File: src/rtl/pipe_pkg.sv
// Shared encodings and the stage control bundle for the CONTROL/pipeline tracker.
// CONTROL decodes against the same REWR_* values carried here.
package pipe_pkg;

    typedef enum logic [1:0] {
        REWR_NONE = 2'b00,
        REWR_LOAD = 2'b01,
        REWR_ALU  = 2'b10,
        REWR_BR   = 2'b11
    } rewr_e;

    typedef enum logic [1:0] {
        FWD_RF  = 2'b00,
        FWD_MEM = 2'b01,
        FWD_WB  = 2'b10
    } fwd_e;

    // Register-address fields travel beside this bundle so their width can follow REG_AW.
    typedef struct packed {
        logic  valid;
        logic  rf_we;
        logic  d_mem_wen;
        rewr_e rewr_mux;
        logic  numinst;
    } stage_ctrl_t;

    localparam int CTRL_W = $bits(stage_ctrl_t);

    localparam stage_ctrl_t BUBBLE = '{
        valid:     1'b0,
        rf_we:     1'b0,
        d_mem_wen: 1'b1,
        rewr_mux:  REWR_NONE,
        numinst:   1'b0
    };

endpackage

File: src/rtl/pipe_ctrl_stage.sv
// One pipeline stage register for the control bundle plus its register-address payload.
// A bubble clears the payload too, so an empty stage never looks like a hazard source.
module pipe_ctrl_stage
    import pipe_pkg::*;
#(
    parameter int PW = 5
) (
    input  logic              clk,
    input  logic              rst_n,
    input  logic              bubble,
    input  logic [CTRL_W-1:0] d_ctrl,
    input  logic [PW-1:0]     d_pay,
    output logic [CTRL_W-1:0] q_ctrl,
    output logic [PW-1:0]     q_pay
);

    always_ff @(posedge clk or negedge rst_n) begin
        if (!rst_n) begin
            q_ctrl <= BUBBLE;
            q_pay  <= '0;
        end else if (bubble) begin
            q_ctrl <= BUBBLE;
            q_pay  <= '0;
        end else begin
            q_ctrl <= d_ctrl;
            q_pay  <= d_pay;
        end
    end

endmodule

File: src/rtl/pipe_ctrl_tracker.sv
// Carries ID control bundles through EX/MEM/WB, returns hazard view, counts retirements.
// Optional operand forwarding is enabled by defining PIPE_FWD_EN.
module pipe_ctrl_tracker
    import pipe_pkg::*;
#(
    parameter int REG_AW = 5,
    parameter int CNT_W  = 32
) (
    input  logic              CLK,
    input  logic              RSTn,
    input  logic              ID_RF_WE,
    input  logic              ID_D_MEM_WEN,
    input  logic [1:0]        ID_REWR_MUX,
    input  logic              ID_NUMINSTADD,
    input  logic [REG_AW-1:0] ID_DEST,
    input  logic [REG_AW-1:0] ID_RS1,
    input  logic [REG_AW-1:0] ID_RS2,
    input  logic              STALL,
    input  logic              FLUSH,
    output logic [REG_AW-1:0] PREV_DEST,
    output logic [1:0]        PREV_REWR_MUX,
    output logic              MEM_D_MEM_WEN,
    output logic              WB_RF_WE,
    output logic [REG_AW-1:0] WB_DEST,
    output logic [1:0]        WB_REWR_MUX,
    output logic [1:0]        FWD_A,
    output logic [1:0]        FWD_B,
    output logic [CNT_W-1:0]  NUM_INST
);

`ifdef PIPE_FWD_EN
    localparam int EX_PW = 3 * REG_AW;
`else
    localparam int EX_PW = REG_AW;
`endif

    stage_ctrl_t       id_ctrl, ex_ctrl_p0, mem_ctrl_p1, wb_ctrl_p2;
    logic [EX_PW-1:0]  id_pay, ex_pay_p0;
    logic [REG_AW-1:0] ex_dest_p0, mem_dest_p1, wb_dest_p2;
    logic [CNT_W-1:0]  num_inst_q;
    logic              unused_wb;

    assign id_ctrl = '{
        valid:     1'b1,
        rf_we:     ID_RF_WE,
        d_mem_wen: ID_D_MEM_WEN,
        rewr_mux:  rewr_e'(ID_REWR_MUX),
        numinst:   ID_NUMINSTADD
    };

`ifdef PIPE_FWD_EN
    assign id_pay = {ID_DEST, ID_RS1, ID_RS2};
`else
    logic unused_rs;
    assign id_pay    = ID_DEST;
    assign unused_rs = ^{ID_RS1, ID_RS2};
`endif

    // ID -> EX: the only stage that can take a bubble
    pipe_ctrl_stage #(.PW(EX_PW)) u_ex (
        .clk    (CLK),
        .rst_n  (RSTn),
        .bubble (STALL | FLUSH),
        .d_ctrl (id_ctrl),
        .d_pay  (id_pay),
        .q_ctrl (ex_ctrl_p0),
        .q_pay  (ex_pay_p0)
    );

    assign ex_dest_p0 = ex_pay_p0[EX_PW-1 -: REG_AW];

    // EX -> MEM
    pipe_ctrl_stage #(.PW(REG_AW)) u_mem (
        .clk    (CLK),
        .rst_n  (RSTn),
        .bubble (1'b0),
        .d_ctrl (ex_ctrl_p0),
        .d_pay  (ex_dest_p0),
        .q_ctrl (mem_ctrl_p1),
        .q_pay  (mem_dest_p1)
    );

    // MEM -> WB
    pipe_ctrl_stage #(.PW(REG_AW)) u_wb (
        .clk    (CLK),
        .rst_n  (RSTn),
        .bubble (1'b0),
        .d_ctrl (mem_ctrl_p1),
        .d_pay  (mem_dest_p1),
        .q_ctrl (wb_ctrl_p2),
        .q_pay  (wb_dest_p2)
    );

    assign PREV_DEST     = ex_dest_p0;
    assign PREV_REWR_MUX = ex_ctrl_p0.rewr_mux;
    assign MEM_D_MEM_WEN = mem_ctrl_p1.d_mem_wen;
    assign WB_RF_WE      = wb_ctrl_p2.rf_we;
    assign WB_DEST       = wb_dest_p2;
    assign WB_REWR_MUX   = wb_ctrl_p2.rewr_mux;
    assign unused_wb     = wb_ctrl_p2.d_mem_wen;

`ifdef PIPE_FWD_EN
    // A load still in MEM has no data yet; that case is covered by the load-use stall.
    function automatic logic [1:0] fwd_sel(
        input logic [REG_AW-1:0] rs,
        input stage_ctrl_t       mem_c,
        input logic [REG_AW-1:0] mem_d,
        input stage_ctrl_t       wb_c,
        input logic [REG_AW-1:0] wb_d
    );
        if (mem_c.valid && mem_c.rf_we && (mem_d != '0) && (mem_d == rs) &&
            (mem_c.rewr_mux != REWR_LOAD))
            return FWD_MEM;
        if (wb_c.valid && wb_c.rf_we && (wb_d != '0) && (wb_d == rs))
            return FWD_WB;
        return FWD_RF;
    endfunction

    logic [REG_AW-1:0] ex_rs1_p0, ex_rs2_p0;
    assign ex_rs1_p0 = ex_pay_p0[2*REG_AW-1 -: REG_AW];
    assign ex_rs2_p0 = ex_pay_p0[REG_AW-1:0];

    assign FWD_A = fwd_sel(ex_rs1_p0, mem_ctrl_p1, mem_dest_p1, wb_ctrl_p2, wb_dest_p2);
    assign FWD_B = fwd_sel(ex_rs2_p0, mem_ctrl_p1, mem_dest_p1, wb_ctrl_p2, wb_dest_p2);
`else
    assign FWD_A = FWD_RF;
    assign FWD_B = FWD_RF;
`endif

    // Retire count: WB-stage instructions flagged as counting
    always_ff @(posedge CLK or negedge RSTn) begin
        if (!RSTn)
            num_inst_q <= '0;
        else if (wb_ctrl_p2.valid && wb_ctrl_p2.numinst)
            num_inst_q <= num_inst_q + CNT_W'(1);
    end

    assign NUM_INST = num_inst_q;

endmodule
File: config.mk
export PLATFORM = sky130hd
export DESIGN_NAME = pipe_ctrl_tracker
export DESIGN_NICKNAME = d
export VERILOG_FILES = /design/src/rtl/pipe_pkg.sv /design/src/rtl/pipe_ctrl_stage.sv /design/src/rtl/pipe_ctrl_tracker.sv
export SDC_FILE = /design/constraint.sdc
export NUM_CORES = 1
export LEC_CHECK = 0
export ABC_AREA = 0
export CORE_ASPECT_RATIO = 1.25
export CORE_MARGIN = 2
export CORE_UTILIZATION = 50
export DETAILED_ROUTE_END_ITERATION = 8
export PLACE_DENSITY_LB_ADDON = 0.12
export RECOVER_POWER = 50
export SLEW_MARGIN = 30
export SYNTH_ARGS = -nofsm -noshare
export SYNTH_HDL_FRONTEND = slang
export SYNTH_HIERARCHICAL = 1
export SYNTH_SLANG_ARGS = --single-unit
File: constraint.sdc
create_clock -name CLK -period 4 [get_ports CLK]
set_input_delay 0.8 -clock CLK [delete_from_list [all_inputs] [get_ports CLK]]
set_output_delay 0.8 -clock CLK [all_outputs]
set_load 0.03 [all_outputs]
Figure 1. Metal layers overlaid.
The bar under the picture is 20 um long. Two of the layers only.
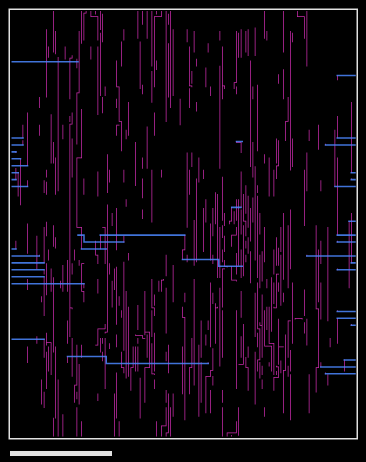
| layer | colour | wire length |
|---|---|---|
| M3 | blue | 210 um |
| M2 | magenta | 2330 um |

Figure 2. Placed cells, one colour a class.
Fill, decap, tap and diode cells in grey.
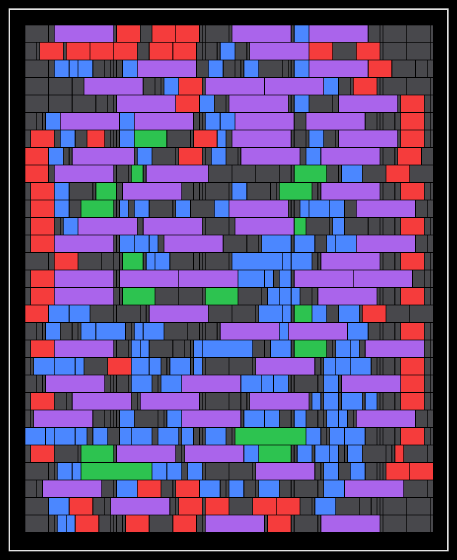
| class | colour | cells | share of their area |
|---|---|---|---|
| sequential cells | purple | 64 | 48% |
| clock drivers and dummy loads | green | 16 | 6.5% |
| remaining logic cells | blue | 137 | 27% |
| remaining buffers and delay cells | red | 62 | 18% |

Figure 3. The clock network.
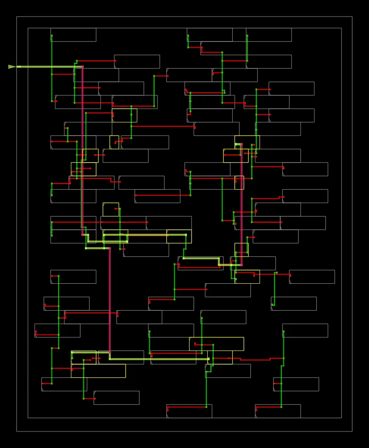
sinks on the clock net: 64
final sequential cell count: 64

Figure 4. Clock distribution.
The bar under the picture is 20 um long.
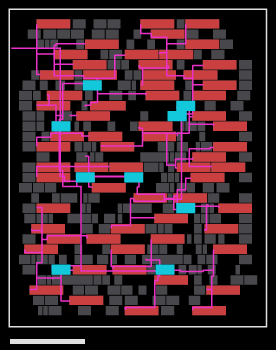
[clock wires] magenta | length: 773 um
[flip-flops] red | count: 64
[clock-net drivers] cyan | count: 9
routed clock nets: 10

how the worst max path moves through the flow:
stage                         startpoint                       end  slack (ns)
2_1_floorplan    NUM_INST[7]$_DFFE_PN0P_  NUM_INST[27]$_DFFE_PN0P_        2.29
3_5_place_dp   u_mem/q_ctrl[3]$_DFF_PN1_             MEM_D_MEM_WEN        2.03
6_report                            RSTn  u_ex/q_ctrl[3]$_DFF_PN1_        1.64
3_3_place_gp   u_mem/q_ctrl[3]$_DFF_PN1_             MEM_D_MEM_WEN        2.03
5_1_grt                             RSTn  u_ex/q_ctrl[3]$_DFF_PN1_        1.19
4_1_cts        u_mem/q_ctrl[3]$_DFF_PN1_             MEM_D_MEM_WEN        1.65
stage by stage:
stage	util	setup WS, ns	hold slack (ns)	area [um^2]
finish	0.683	1.64	0.456	3420
global route	0.683	1.19	0.481	3420
CTS	0.683	1.65	0.459	3420
detailed placement	0.640	2.03	0.448	3200
global placement	0.640	2.03	0.440	3200
floorplan	-	2.29	0.439	2580
power breakdown:
| part | total, mW | switching, mW | internal, mW | leakage [nW] |
|---|---|---|---|---|
| sequential | 0.660 | 0.00350 | 0.656 | 0.878 |
| combinational | 0.0609 | 0.0363 | 0.0247 | 0.554 |
| clock | 0.608 | 0.257 | 0.351 | 0.110 |
| total | 1.33 | 0.296 | 1.03 | 1.54 |
state kept, by name, summed over array words and instances (netlist names):
register,flops
NUM_INST,32
u_ex/q_ctrl,6
u_mem/q_ctrl,6
u_ex/q_pay,5
u_mem/q_pay,5
u_wb/q_ctrl,5
u_wb/q_pay,5
per-layer routing:
layer / wire length (um) / track usage
met1: 2010 / 0.245
met3: 210 / 0.0553
met4: 79 / 0.0873
met5: 0 / 0
met2: 2330 / 0.284
layout make-up:
| class | count | area (um^2) | area share |
|---|---|---|---|
| repair buffers | 62 | 612 | 0.179 |
| flip-flops and latches | 64 | 1600 | 0.469 |
| well taps | 62 | 77.6 | 0.0227 |
| clock buffers | 9 | 124 | 0.0362 |
| inverters | 3 | 11.3 | 0.00329 |
| multi-input cells | 134 | 897 | 0.262 |
| clock inverters | 7 | 95.1 | 0.0278 |
==> out/highlights.md <==
Status
- **status** finished, violations left
- **failing checks** max-capacitance violations, max-slew violations

Global route
- **first-pass GRT wire length** 7.89 mm
- **antenna violations before repair** 0
- **global route total overflow** 0
- **via count of the first global-routing pass** 1670
- **pin count of the biggest net entering global routing** 41
- **Overall Global Routing Usage** 0.188

STA
- **post-route setup TNS** 0 ns
- **RSZ-0062 raised after global routing** false
- **worst clock skew on the final layout** 0.0104 ns
- **minimum period implied by the final worst setup slack** 2.36 ns
- **hold violation count in the final report** 0
- **final setup fails** 0
- **highest clock frequency the design can meet** 424 MHz
- **Worst Tran Pin Value** 2.08 ns
- **period utilisation layout** 0.590
- **relative slew slack** -0.385
- **count of pins over their slew limit** 41

Clocking
- **Clock Path Buffers** 2
- **CTS resizes** 0
- **clock latency at the later pin of the worst-skew pair** 0.34 ns
- **H-tree lvl count** 3
- **CTS clock-pin slew for the worst setup and hold paths** 0.07 ns
- **Root Driver** clkbuf_8
- **Hold-fix buffers, CTS** 0
- **post-CTS setup buffer count** 0
- **CTS tree** yes
- **clock buffers created by TritonCTS** 9

Critical path
- **worst-case reg-to-reg path depth** 4
- **CP Data Required Time** 4.45 ns
- **Worst Path Arrival** 2.81 ns
- **Critical Path Fanout Max** 40
- **startpoint kind of the worst setup timing path** input port
- **Cell Chain, Critical Path** clkbuf_1, buf_4
- **WS Path Type** in -> async
- **crit end category** asynchronous set/reset pin
- **slowest CP cell** clkbuf_1
- **Bufs and invs on worst path** 2
- **Critical Path Max Stage Delay** 1.46 ns
- **reg2reg end** NUM_INST[31]$_DFFE_PN0P_
- **largest delay contributor family on the critical path** buffers and inverters
- **WP depth** 2
- **launch instance of the worst register-to-register path** NUM_INST[2]$_DFFE_PN0P_
- **flop2flop setup slack** 2.28 ns

Detailed routing
- **violation tally from detailed-route iteration zero** 81
- **average detailed-routed wire length per instance** 13.6 um
- **DRC violation count after routing** 0
- **routed vias/inst** 4.97
- **Post-Route WL** 4.63 mm
- **first drt pass iteration count** 4
- **number of routed nets with antenna violations** 0
- **vias after detailed routing** 1694

Pwr
- **Pleak** 1.54 nW
- **cell area power density** 388 nW/um^2
- **largest vdd supply drop** 0.289 mV
- **total power draw** 1.33 mW

Hold path
- **cell count of the worst hold path** 1
- **startpoint of the worst hold path** u_mem/q_ctrl[0]$_DFF_PN0_
- **worst hold path class** reg -> reg
- **Hold Crit Endpoint** u_wb/q_ctrl[0]$_DFF_PN0_

Floorplan
- **core area** 5010 um^2
- **row count** 29
- **chip width** 67.9 um
- **vertical die dimension** 83.9 um
- **number of top-level pins** 76
- **fp util** 0.510
- **chip area** 5700 um^2

Cells and area
- **commonest non-fill, non-tap cell in the layout** dfrtp_1
- **Filler cells** 406
- **fraction of layout instances using a drive strength above 1** 0.0896
- **signed area change from the synthesized netlist to the final layout** 33.9%
- **commonest cells after routing, fill and taps aside** 62 x dfrtp_1, 60 x clkdlybuf4s50_1, 30 x nor2b_1, 26 x xnor2_1, 15 x nand4_1
- **post-route non-filler standard cell count** 341
- **antenna diode count** 0
- **Final #Nets** 299

Run
- **tool warnings** 36
- **max-cap check violation count** 1

Place
- **Port Buffers** 61
- **cell total after placement** 325
- **HPWL Detailed** 3.22 mm
- **last weighted congestion value of the routability-driven placer** 0.738

Yosys
- **mean post-synth cell area** 12.6 um^2
- **Post-Synthesis Cell Area** 2550 um^2
- **Yosys Warn Count** 6
- **Mapped Cells** 202

Power is estimated from default activity; no workload was simulated.
